===== config.mk =====
export PLATFORM = sky130hd
export DESIGN_NAME = sdi_eye_sampler
export DESIGN_NICKNAME = d
export VERILOG_FILES = /design/src/rtl/sdi_eye_sampler.sv
export SDC_FILE = /design/constraint.sdc
export NUM_CORES = 1
export LEC_CHECK = 0
export CELL_PAD_IN_SITES_DETAIL_PLACEMENT = 0
export CELL_PAD_IN_SITES_GLOBAL_PLACEMENT = 2
export CORE_AREA = 2 2 114 116
export CTS_CLUSTER_SIZE = 20
export DETAILED_ROUTE_END_ITERATION = 10
export DIE_AREA = 0 0 116 118
export GPL_TIMING_DRIVEN = 0
export PLACE_DENSITY_LB_ADDON = 0.1
export RECOVER_POWER = 50
export SKIP_CTS_REPAIR_TIMING = 1
export SLEW_MARGIN = 20
export SYNTH_ARGS = -nofsm -noshare
export SYNTH_HDL_FRONTEND = slang
export SYNTH_SLANG_ARGS = --single-unit

===== constraint.sdc =====
create_clock -name clk -period 2.75 [get_ports clk]
set_clock_uncertainty 0.1 [all_clocks]
set_input_delay 0.275 -clock clk [delete_from_list [all_inputs] [get_ports clk]]
set_output_delay 0.275 -clock clk [all_outputs]
set_load 0.02 [all_outputs]

===== src/rtl/sdi_eye_sampler.sv =====
// sdi_eye_sampler
//   Turns the demodulator's interpolated I/Q stream plus its on-time symbol
//   strobe into the eye-diagram stream for the SDI capture stage. The block
//   aligns to a symbol boundary and decimates by decim+1. Every emitted
//   sample is tagged with its kept-sample offset from the last boundary.
//   Loss of symbol timing is flagged and the block re-aligns.
//
// Optional feature (macro SDI_EYE_ROUND_EN):
//   defined   - iEye/qEye are rounded to their 16 MSBs (+2, saturate at
//               +max, bits [1:0] cleared).
//   undefined - iEye/qEye pass iIn/qIn through unmodified.
//
// Ports:
//   clk, nReset        clock, async active-low reset
//   enable             1 = run, 0 = forced to IDLE
//   decim[3:0]         keep one of every decim+1 samples
//   sampleEn, symEn    input sample strobe, on-time marker
//   iIn, qIn           I/Q samples (two's complement)
//   eyeSync            one-clk output-valid strobe
//   iEye, qEye         eye samples (held while eyeSync=0)
//   eyeOffset          kept-sample index since last boundary (held)
//   symPeriod          kept samples in last complete symbol period
//   locked             1 while in RUN
//   symLost            one-clk pulse on loss of symbol timing
module sdi_eye_sampler #(
  parameter int DATA_W = 18,
  parameter int OFS_W  = 5
) (
  input  logic              clk,
  input  logic              nReset,
  input  logic              enable,
  input  logic [3:0]        decim,
  input  logic              sampleEn,
  input  logic              symEn,
  input  logic [DATA_W-1:0] iIn,
  input  logic [DATA_W-1:0] qIn,
  output logic              eyeSync,
  output logic [DATA_W-1:0] iEye,
  output logic [DATA_W-1:0] qEye,
  output logic [OFS_W-1:0]  eyeOffset,
  output logic [OFS_W-1:0]  symPeriod,
  output logic              locked,
  output logic              symLost
);

  typedef enum logic [1:0] {IDLE, ALIGN, RUN} state_e;

  localparam logic [OFS_W-1:0] OFS_MAX = '1;

  state_e            state_q;
  logic [3:0]        dcnt_q;
  // Offset of the most recently emitted sample. The next kept sample gets
  // ofs_q+1. The timing is lost when a kept sample would exceed OFS_MAX.
  logic [OFS_W-1:0]  ofs_q, ofs_nxt_d;
  logic              eyeSync_q, locked_q, symLost_q;
  logic [DATA_W-1:0] iEye_q, qEye_q, i_d, q_d;
  logic [OFS_W-1:0]  eyeOffset_q, symPeriod_q;

`ifdef SDI_EYE_ROUND_EN
  // Round to nearest on the 16 MSBs. Only a positive input can overflow
  // when 2 is added, so the result saturates to +max with the low bits
  // cleared.
  function automatic logic [DATA_W-1:0] rnd(input logic [DATA_W-1:0] x);
    logic [DATA_W:0] s;
    s = {x[DATA_W-1], x} + (DATA_W+1)'(2);
    if (s[DATA_W] != s[DATA_W-1]) rnd = {1'b0, {(DATA_W-3){1'b1}}, 2'b00};
    else                          rnd = {s[DATA_W-1:2], 2'b00};
  endfunction
  assign i_d = rnd(iIn);
  assign q_d = rnd(qIn);
`else
  assign i_d = iIn;
  assign q_d = qIn;
`endif

  assign ofs_nxt_d = ofs_q + 1'b1;

  always_ff @(posedge clk or negedge nReset) begin
    if (!nReset) begin
      state_q     <= IDLE;
      dcnt_q      <= '0;
      ofs_q       <= '0;
      eyeSync_q   <= 1'b0;
      iEye_q      <= '0;
      qEye_q      <= '0;
      eyeOffset_q <= '0;
      symPeriod_q <= '0;
      locked_q    <= 1'b0;
      symLost_q   <= 1'b0;
    end else begin
      eyeSync_q <= 1'b0;
      symLost_q <= 1'b0;
      if (!enable) begin
        state_q  <= IDLE;
        dcnt_q   <= '0;
        ofs_q    <= '0;
        locked_q <= 1'b0;
      end else begin
        case (state_q)
          IDLE: state_q <= ALIGN;
          ALIGN: begin
            if (sampleEn && symEn) begin
              eyeSync_q   <= 1'b1;
              iEye_q      <= i_d;
              qEye_q      <= q_d;
              eyeOffset_q <= '0;
              ofs_q       <= '0;
              dcnt_q      <= '0;
              locked_q    <= 1'b1;
              state_q     <= RUN;
            end
          end
          RUN: begin
            if (sampleEn) begin
              if (symEn) begin
                // In RUN a symbol always closes a period that was opened by
                // an earlier symbol. The aligning symbol never latches one.
                // A 32-sample period cannot be represented, so it saturates.
                symPeriod_q <= (ofs_q == OFS_MAX) ? OFS_MAX : ofs_nxt_d;
                eyeSync_q   <= 1'b1;
                iEye_q      <= i_d;
                qEye_q      <= q_d;
                eyeOffset_q <= '0;
                ofs_q       <= '0;
                dcnt_q      <= '0;
              end else if (dcnt_q == decim) begin
                dcnt_q <= '0;
                if (ofs_q == OFS_MAX) begin
                  symLost_q <= 1'b1;
                  locked_q  <= 1'b0;
                  ofs_q     <= '0;
                  state_q   <= ALIGN;
                end else begin
                  eyeSync_q   <= 1'b1;
                  iEye_q      <= i_d;
                  qEye_q      <= q_d;
                  eyeOffset_q <= ofs_nxt_d;
                  ofs_q       <= ofs_nxt_d;
                end
              end else begin
                dcnt_q <= dcnt_q + 4'd1;
              end
            end
          end
          default: state_q <= IDLE;
        endcase
      end
    end
  end

  assign eyeSync   = eyeSync_q;
  assign iEye      = iEye_q;
  assign qEye      = qEye_q;
  assign eyeOffset = eyeOffset_q;
  assign symPeriod = symPeriod_q;
  assign locked    = locked_q;
  assign symLost   = symLost_q;

endmodule


**Run 1: clock nets**

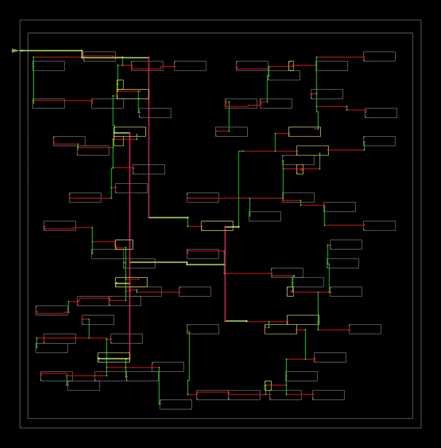
Late-Pin Clk Latency: 0.33 ns
clk_buf instances: 11
clk sink count: 60
clock group power: 0.00105 W

**Run 1: clock distribution**

Scale bar: 20 um.
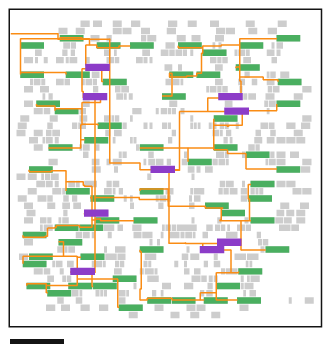
cells driving clock nets -> purple  # count 9
flip-flops -> green  # count 60
clock wires -> orange  # length 1090 um
routed clock nets = 10

**Run 1: logic cells by family**

Scale bar: 20 um.
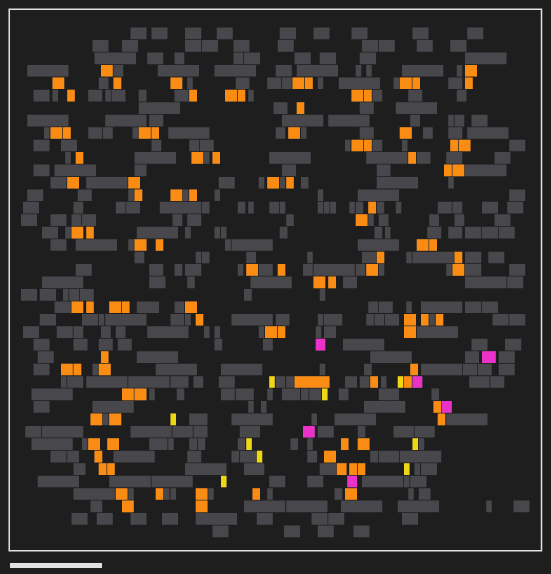
inverting AOI/OAI gates -> orange  # cells 100, where spread over the die
AND and OR gates -> magenta  # cells 6
inverters -> yellow  # cells 9, where bottom middle

==> impl_metrics.yaml, run 1 <==
# implementation run metrics
outcome:
  outcome: "completed"
worst_setup_path:
  cpMaxStageDelayCell: "nor2_2"
  worstSetupStartpointType: "flop"
  crit_start: "ofs_q[0]"
  reg2regPathDepth: 8
  crit_chain: "ha_1, nand3_1, inv_1, ha_1, clkbuf_1, nor2_2, buf_2, o211ai_1"
  r2r_end: "iEye[16]"
  r2r-start: "ofs_q[0]"
  path_max_fanout: 10
  crit_end: "iEye[16]"
  arrival_ns: 2.68
logic_synthesis:
  synthArstFlopShare_pct: 100
  synth_flops: 60
  yosys.area_share.adder_pct: 2.48
  synth.distinct_cells: 38
  ys_warn_count: 0
  edf_count: 0
  xor_area_share_pct: 1.49
  syn_avg_cell_area_um2: 9.15
  syn-num-nets: 438
  ys_sh_mux_pct: 2.09
  netlist.top_cell.by_instances: "dfrtp_1"
finish:
  sh_seq_area_pct: 30.3
  fin_area_um2: 4960
  nFillCells: 1281
  logic_gate_count: 276
sta:
  setup_viol: 0
  tns_ns: 0
hold_path:
  hp-class: "flop to flop"
  hp-start: "symPeriod[3]"
floorplanning:
  io_pins: 94
  nWellTaps: 172
  num_rows: 41
placed_design:
  place_ws_ns: 0.180
clock_tree:
  htree_levels: 3
grt:
  grt_pass1_wl_mm: 20.0
run 1: power breakdown:
group          switching (W)  leakage (nW)  total [W]  internal (W)
sequential          0.000243         0.774    0.00142       0.00117
clock               0.000422         0.135    0.00105      0.000628
combinational       0.000995         0.950    0.00181      0.000812
total                0.00166          1.86    0.00427       0.00261
run 1: how the worst min path moves through the flow:
stage / endpoint / cells past startpoint
after floorplan: dcnt_q[0] / 0
after global routing: symPeriod[3] / 1
after global placement: symPeriod[3] / 1
after detailed placement: state_q[1] / 1
final: symPeriod[3] / 1
after CTS: state_q[1] / 1
run 1: routing by layer:
metal | vias to the layer above | part of all wire [%] | routed length [um] | track usage, %
met1 | 1772 | 52 | 6340 | 28.5
met4 | 0 | 1.1 | 138 | 6.18
li1 | 1690 | - | - | -
met2 | 101 | 42 | 5180 | 26.0
met3 | 9 | 5.3 | 648 | 4.22
met5 | - | 0 | 0 | 0
run 1: cells in the final DEF, fill, tap and decap left out, types with 2 or more instances in the layout:
cell type	n
nand3_1	5
nor4b_1	37
a21oi_1	42
dfrtp_1	60
clkbuf_16	9
inv_1	9
nand4_1	39
nor3_1	3
a21boi_0	2
mux2i_1	4
buf_2	16
nand2_1	51
or3_1	2
o211ai_1	46
o21ai_0	7
mux2_2	3
a21o_1	4
clkbuf_1	25
clkdlybuf4s50_1	68
dlygate4sd3_1	25
ha_1	7
clkinv_2	4
nor2_1	3
xnor2_1	5
run 1: critical path, delay by kind of cell (launching register included):
kind | cells | cell delay (ns)
AND-OR/OR-AND | 1 | 0.14
flip-flops | 1 | 0.43
AND/OR/NAND/NOR | 2 | 0.61
adder cells (fa/ha/maj) | 2 | 0.49
buffers and inverters | 3 | 0.66
--- run 2 (diff from run 1) ---
==> constraint.sdc (replaced) <==
create_clock -name clk -period 2.75 [get_ports clk]
set_clock_uncertainty 0.1 [all_clocks]
set_input_delay 0.275 -clock clk [delete_from_list [all_inputs] [get_ports clk]]
set_output_delay 0.275 -clock clk [all_outputs]
set_load 0.005 [all_outputs]
**Run 2: logic cells by family**

Scale bar: 20 um.
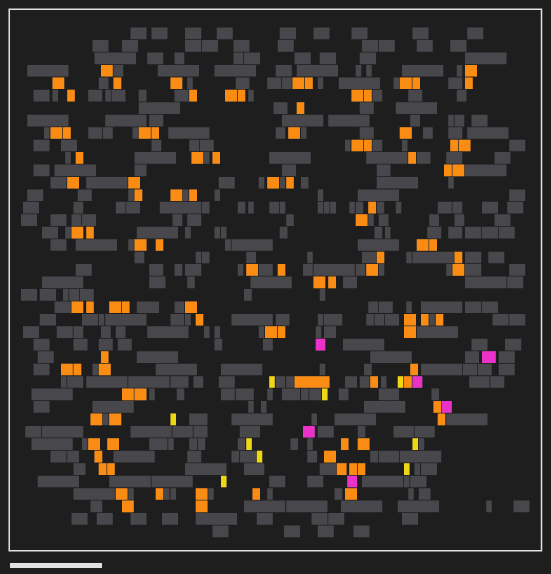
AND and OR gates -> magenta  # cells 6
inverting AOI/OAI gates -> orange  # cells 100, where spread over the die
inverters -> yellow  # cells 9, where bottom middle
most numerous logic cell after layout: clkdlybuf4s50_1
Post-Layout Cell Count: 669
Comb/total area: 36.5%

==> impl_metrics.yaml, run 2 <==
# implementation run metrics
outcome:
  outcome: "completed"
grt:
  grt_pass1_wl_mm: 20.0
floorplanning:
  num_rows: 41
finish:
  most-common-layout-cells: "68 x clkdlybuf4s50_1, 60 x dfrtp_1, 51 x nand2_1, 46 x o211ai_1, 42 x a21oi_1"
  fin_area_um2: 4960
logic_synthesis:
  netlist.top_cell.by_instances: "dfrtp_1"
  syn_avg_cell_area_um2: 9.15
  syn-num-nets: 438
  synth_flops: 60
  synth.distinct_cells: 38
  edf_count: 0
hold_path:
  hp-class: "flop to flop"
  hold_end: "symPeriod[3]"
  hp-start: "symPeriod[3]"
  whs_path_depth: 1
worst_setup_path:
  path_max_fanout: 10
  r2r-start: "ofs_q[0]"
  crit_chain: "ha_1, nand3_1, inv_1, ha_1, clkbuf_1, nor2_2, buf_2, o211ai_1"
  r2r_end: "iEye[16]"
  arrival_ns: 2.68
  worstSetupStartpointType: "flop"
  crit_family: "buffers and inverters"
  worstSetupPathDepth: 8
sta:
  setup_viol: 0
  tns_ns: 0
clock_tree:
  worst_skew_pair.late_latency_ns: 0.33
placed_design:
  place_ws_ns: 0.180
**Run 2: clock distribution**

Scale bar: 20 um.
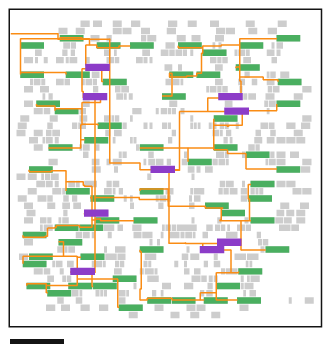
clock wires -> orange  # length 1090 um
cells driving clock nets -> purple  # count 9
flip-flops -> green  # count 60
routed clock nets = 10

-- run 2: cell counts after synthesis --
Identical to the previous run, type by type.
-- run 2: worst max path at each step --
stage | from | end | slack, ns
after global placement | nReset | qEye[17] | -1.08
after global routing | ofs_q[0] | iEye[17] | 0.04
after detailed placement | enable | qEye[3] | 0.18
after CTS | ofs_q[0] | iEye[15] | 0.20
after floorplan | ofs_q[0] | iEye[0] | 0.74
final | ofs_q[0] | iEye[16] | 0.18
-- run 2: final cells by class --
cell class	count	area share, %
repair buffers	95	19.0
inverters	9	0.681
clock buffers	11	4.89
multi-input cells	276	36.5
flip-flops and latches	60	30.3
clock inverters	5	0.555
well taps	172	4.34
plain buffers	41	3.73
-- run 2: logic make-up after synthesis --
kind of cell,count (synthesis),synth area share (%)
AOI/OAI and AO/OA,108,20.1
xor gates and xnor gates,6,1.49
adders and majority gates,7,2.48
buffers and inverters,50,6.20
DFF,60,42.5
muxes,7,2.09
and+or+nand+nor,148,25.2
-- run 2: metal layers --
layer | share of wire, % | wire length [um] | vias to the layer above | global-route usage [%]
li1 | - | - | 1690 | -
met1 | 52 | 6340 | 1772 | 28.5
met2 | 42 | 5180 | 101 | 26.0
met3 | 5.3 | 648 | 9 | 4.22
met4 | 1.1 | 138 | 0 | 6.18
met5 | 0 | 0 | - | 0
-- run 2: power by group --
part | leakage [nW] | total (W) | internal, W | switching [W]
logic | 0.950 | 0.00148 | 0.000804 | 0.000680
clock network | 0.135 | 0.00105 | 0.000628 | 0.000422
registers | 0.774 | 0.00142 | 0.00117 | 0.000243
total | 1.86 | 0.00395 | 0.00261 | 0.00134
--- run 3 (diff from run 2) ---
--- a/config.mk
+++ b/config.mk
@@ -7,15 +7,14 @@
 export LEC_CHECK = 0
 export CELL_PAD_IN_SITES_DETAIL_PLACEMENT = 0
 export CELL_PAD_IN_SITES_GLOBAL_PLACEMENT = 2
-export CORE_AREA = 2 2 114 116
+export CORE_AREA = 2 2 94 141
 export CTS_CLUSTER_SIZE = 20
 export DETAILED_ROUTE_END_ITERATION = 10
-export DIE_AREA = 0 0 116 118
+export DIE_AREA = 0 0 96 143
 export GPL_TIMING_DRIVEN = 0
-export PLACE_DENSITY_LB_ADDON = 0.1
+export PLACE_DENSITY = 0.85
 export RECOVER_POWER = 50
 export SKIP_CTS_REPAIR_TIMING = 1
-export SLEW_MARGIN = 20
 export SYNTH_ARGS = -nofsm -noshare
 export SYNTH_HDL_FRONTEND = slang
 export SYNTH_SLANG_ARGS = --single-unit
**Run 3: placed cells, one colour a class**

Scale bar: 20 um.
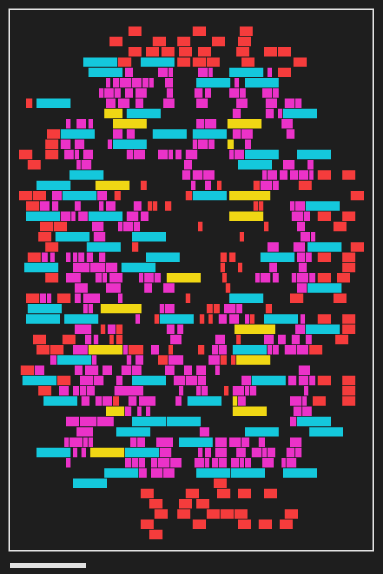
clock drivers and dummy loads -> yellow  # cells 16, share of their area 7.3%
flip-flops -> cyan  # cells 60, share of their area 31%
all other logic -> magenta  # cells 285, share of their area 38%
other buffers and delay cells -> red  # cells 134, share of their area 23%

==> impl_metrics.yaml, run 3 <==
# implementation run metrics
outcome:
  outcome: "finished, violations left"
  violations: "max-capacitance violations, max-slew violations"
floorplanning:
  die_area_um2: 13700
  num_rows: 50
sta:
  drv_slew: 61
  setup_viol: 0
  rsz0062_at_grt: "no"
  whs_ns: 0.199
logic_synthesis:
  edf_count: 0
  syn-num-nets: 438
  synth_flops: 60
  netlist.top_cell.by_instances: "dfrtp_1"
  syn_avg_cell_area_um2: 9.15
  synth.distinct_cells: 38
worst_setup_path:
  arrival_ns: 2.64
  crit_end: "iEye[7]"
  r2r_end: "iEye[7]"
  path_max_fanout: 10
  worstSetupStartpointType: "flop"
  r2r-start: "ofs_q[0]"
  crit_start: "ofs_q[0]"
  end_kind: "flop"
clock_tree:
  worst_skew_pair.late_latency_ns: 0.34
  cts_buffer_depth: 2
finish:
  drive_above_1_share_pct: 8.48
  most-common-layout-cells: "68 x clkdlybuf4s50_1, 60 x dfrtp_1, 51 x nand2_1, 46 x o211ai_1, 42 x a21oi_1"
  mostFrequentLayoutCell: "clkdlybuf4s50_1"
job:
  maxCapViolCount: 1
pwr:
  vdd_drop_max_uv: 313
  p_per_area_nw_per_um2: 846
placed_design:
  place_ws_ns: 0.221
  hpwl_mm: 8.46
route:
  drt_first_pass_iters: 5
  avgRoutedWirePerCell_um: 18.6
grt:
  grt_pass1_wl_mm: 19.5
hold_path:
  hp-class: "input pin to async pin"
**Run 3: clock nets**

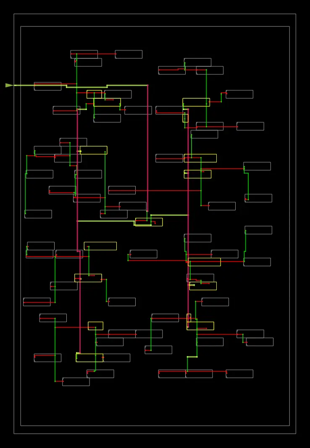
clk_buf instances: 12
CTS buffer count: 9

-- run 3: area by class of cell --
| type | instances | area, um^2 |
|---|---|---|
| tap | 156 | 195 |
| fill | 1267 | 7440 |
| sequential | 60 | 1500 |
| buffer | 41 | 185 |
| clock inverter | 4 | 95.1 |
| clock buffer | 12 | 256 |
| multi-input combinational | 276 | 1810 |
| timing repair buffer | 93 | 926 |
| inverter | 9 | 33.8 |
-- run 3: kinds of logic after synthesis --
logic type,synth area share [%]
compound gates,20.1
xor+xnor,1.49
fa+ha+maj,2.48
buf+inv,6.20
flops,42.5
mux,2.09
simple gates,25.2
-- run 3: routing by layer --
metal | global-route usage (%) | share of wire [%]
met2 | 30.0 | 50
met4 | 8.50 | 2.3
met5 | 0 | 0
met3 | 2.85 | 5.2
met1 | 23.5 | 42
-- run 3: worst min path at each step --
stage / end / depth (start not counted)
detailed placement: eyeOffset[3] / 1
global placement: symPeriod[0] / 1
finish: eyeOffset[3] / 1
global route: symPeriod[0] / 1
CTS: eyeOffset[3] / 1
floorplan: dcnt_q[0] / 0
-- run 3: where the power goes --
part | switching, W | internal, W
clock | 0.000419 | 0.000933
combinational | 0.000666 | 0.000794
sequential | 0.000249 | 0.00117
-- run 3: metrics by stage --
stage	area, um^2	TNS, ns	std cells	utilization (%)	power [W]
2_1_floorplan	3530	0	386	-	0.00209
3_3_place_gp	4660	-53.45	635	37.4	0.00293
3_5_place_dp	4660	0	635	37.4	0.00297
4_1_cts	5010	0	651	40.2	0.00434
5_1_grt	5000	0	651	40.2	0.00450
6_report	5000	0	651	40.2	0.00424
-- run 3: worst max-delay path, stage by stage (launching register included) --
cell and delay [ns]:
dfrtp_1 0.45, ha_1 0.29, nand3_1 0.13, inv_1 0.05, ha_1 0.21, clkbuf_1 0.25
nor2_2 0.45, buf_2 0.33, o211ai_1 0.14
Power is estimated from default activity; no workload was simulated.
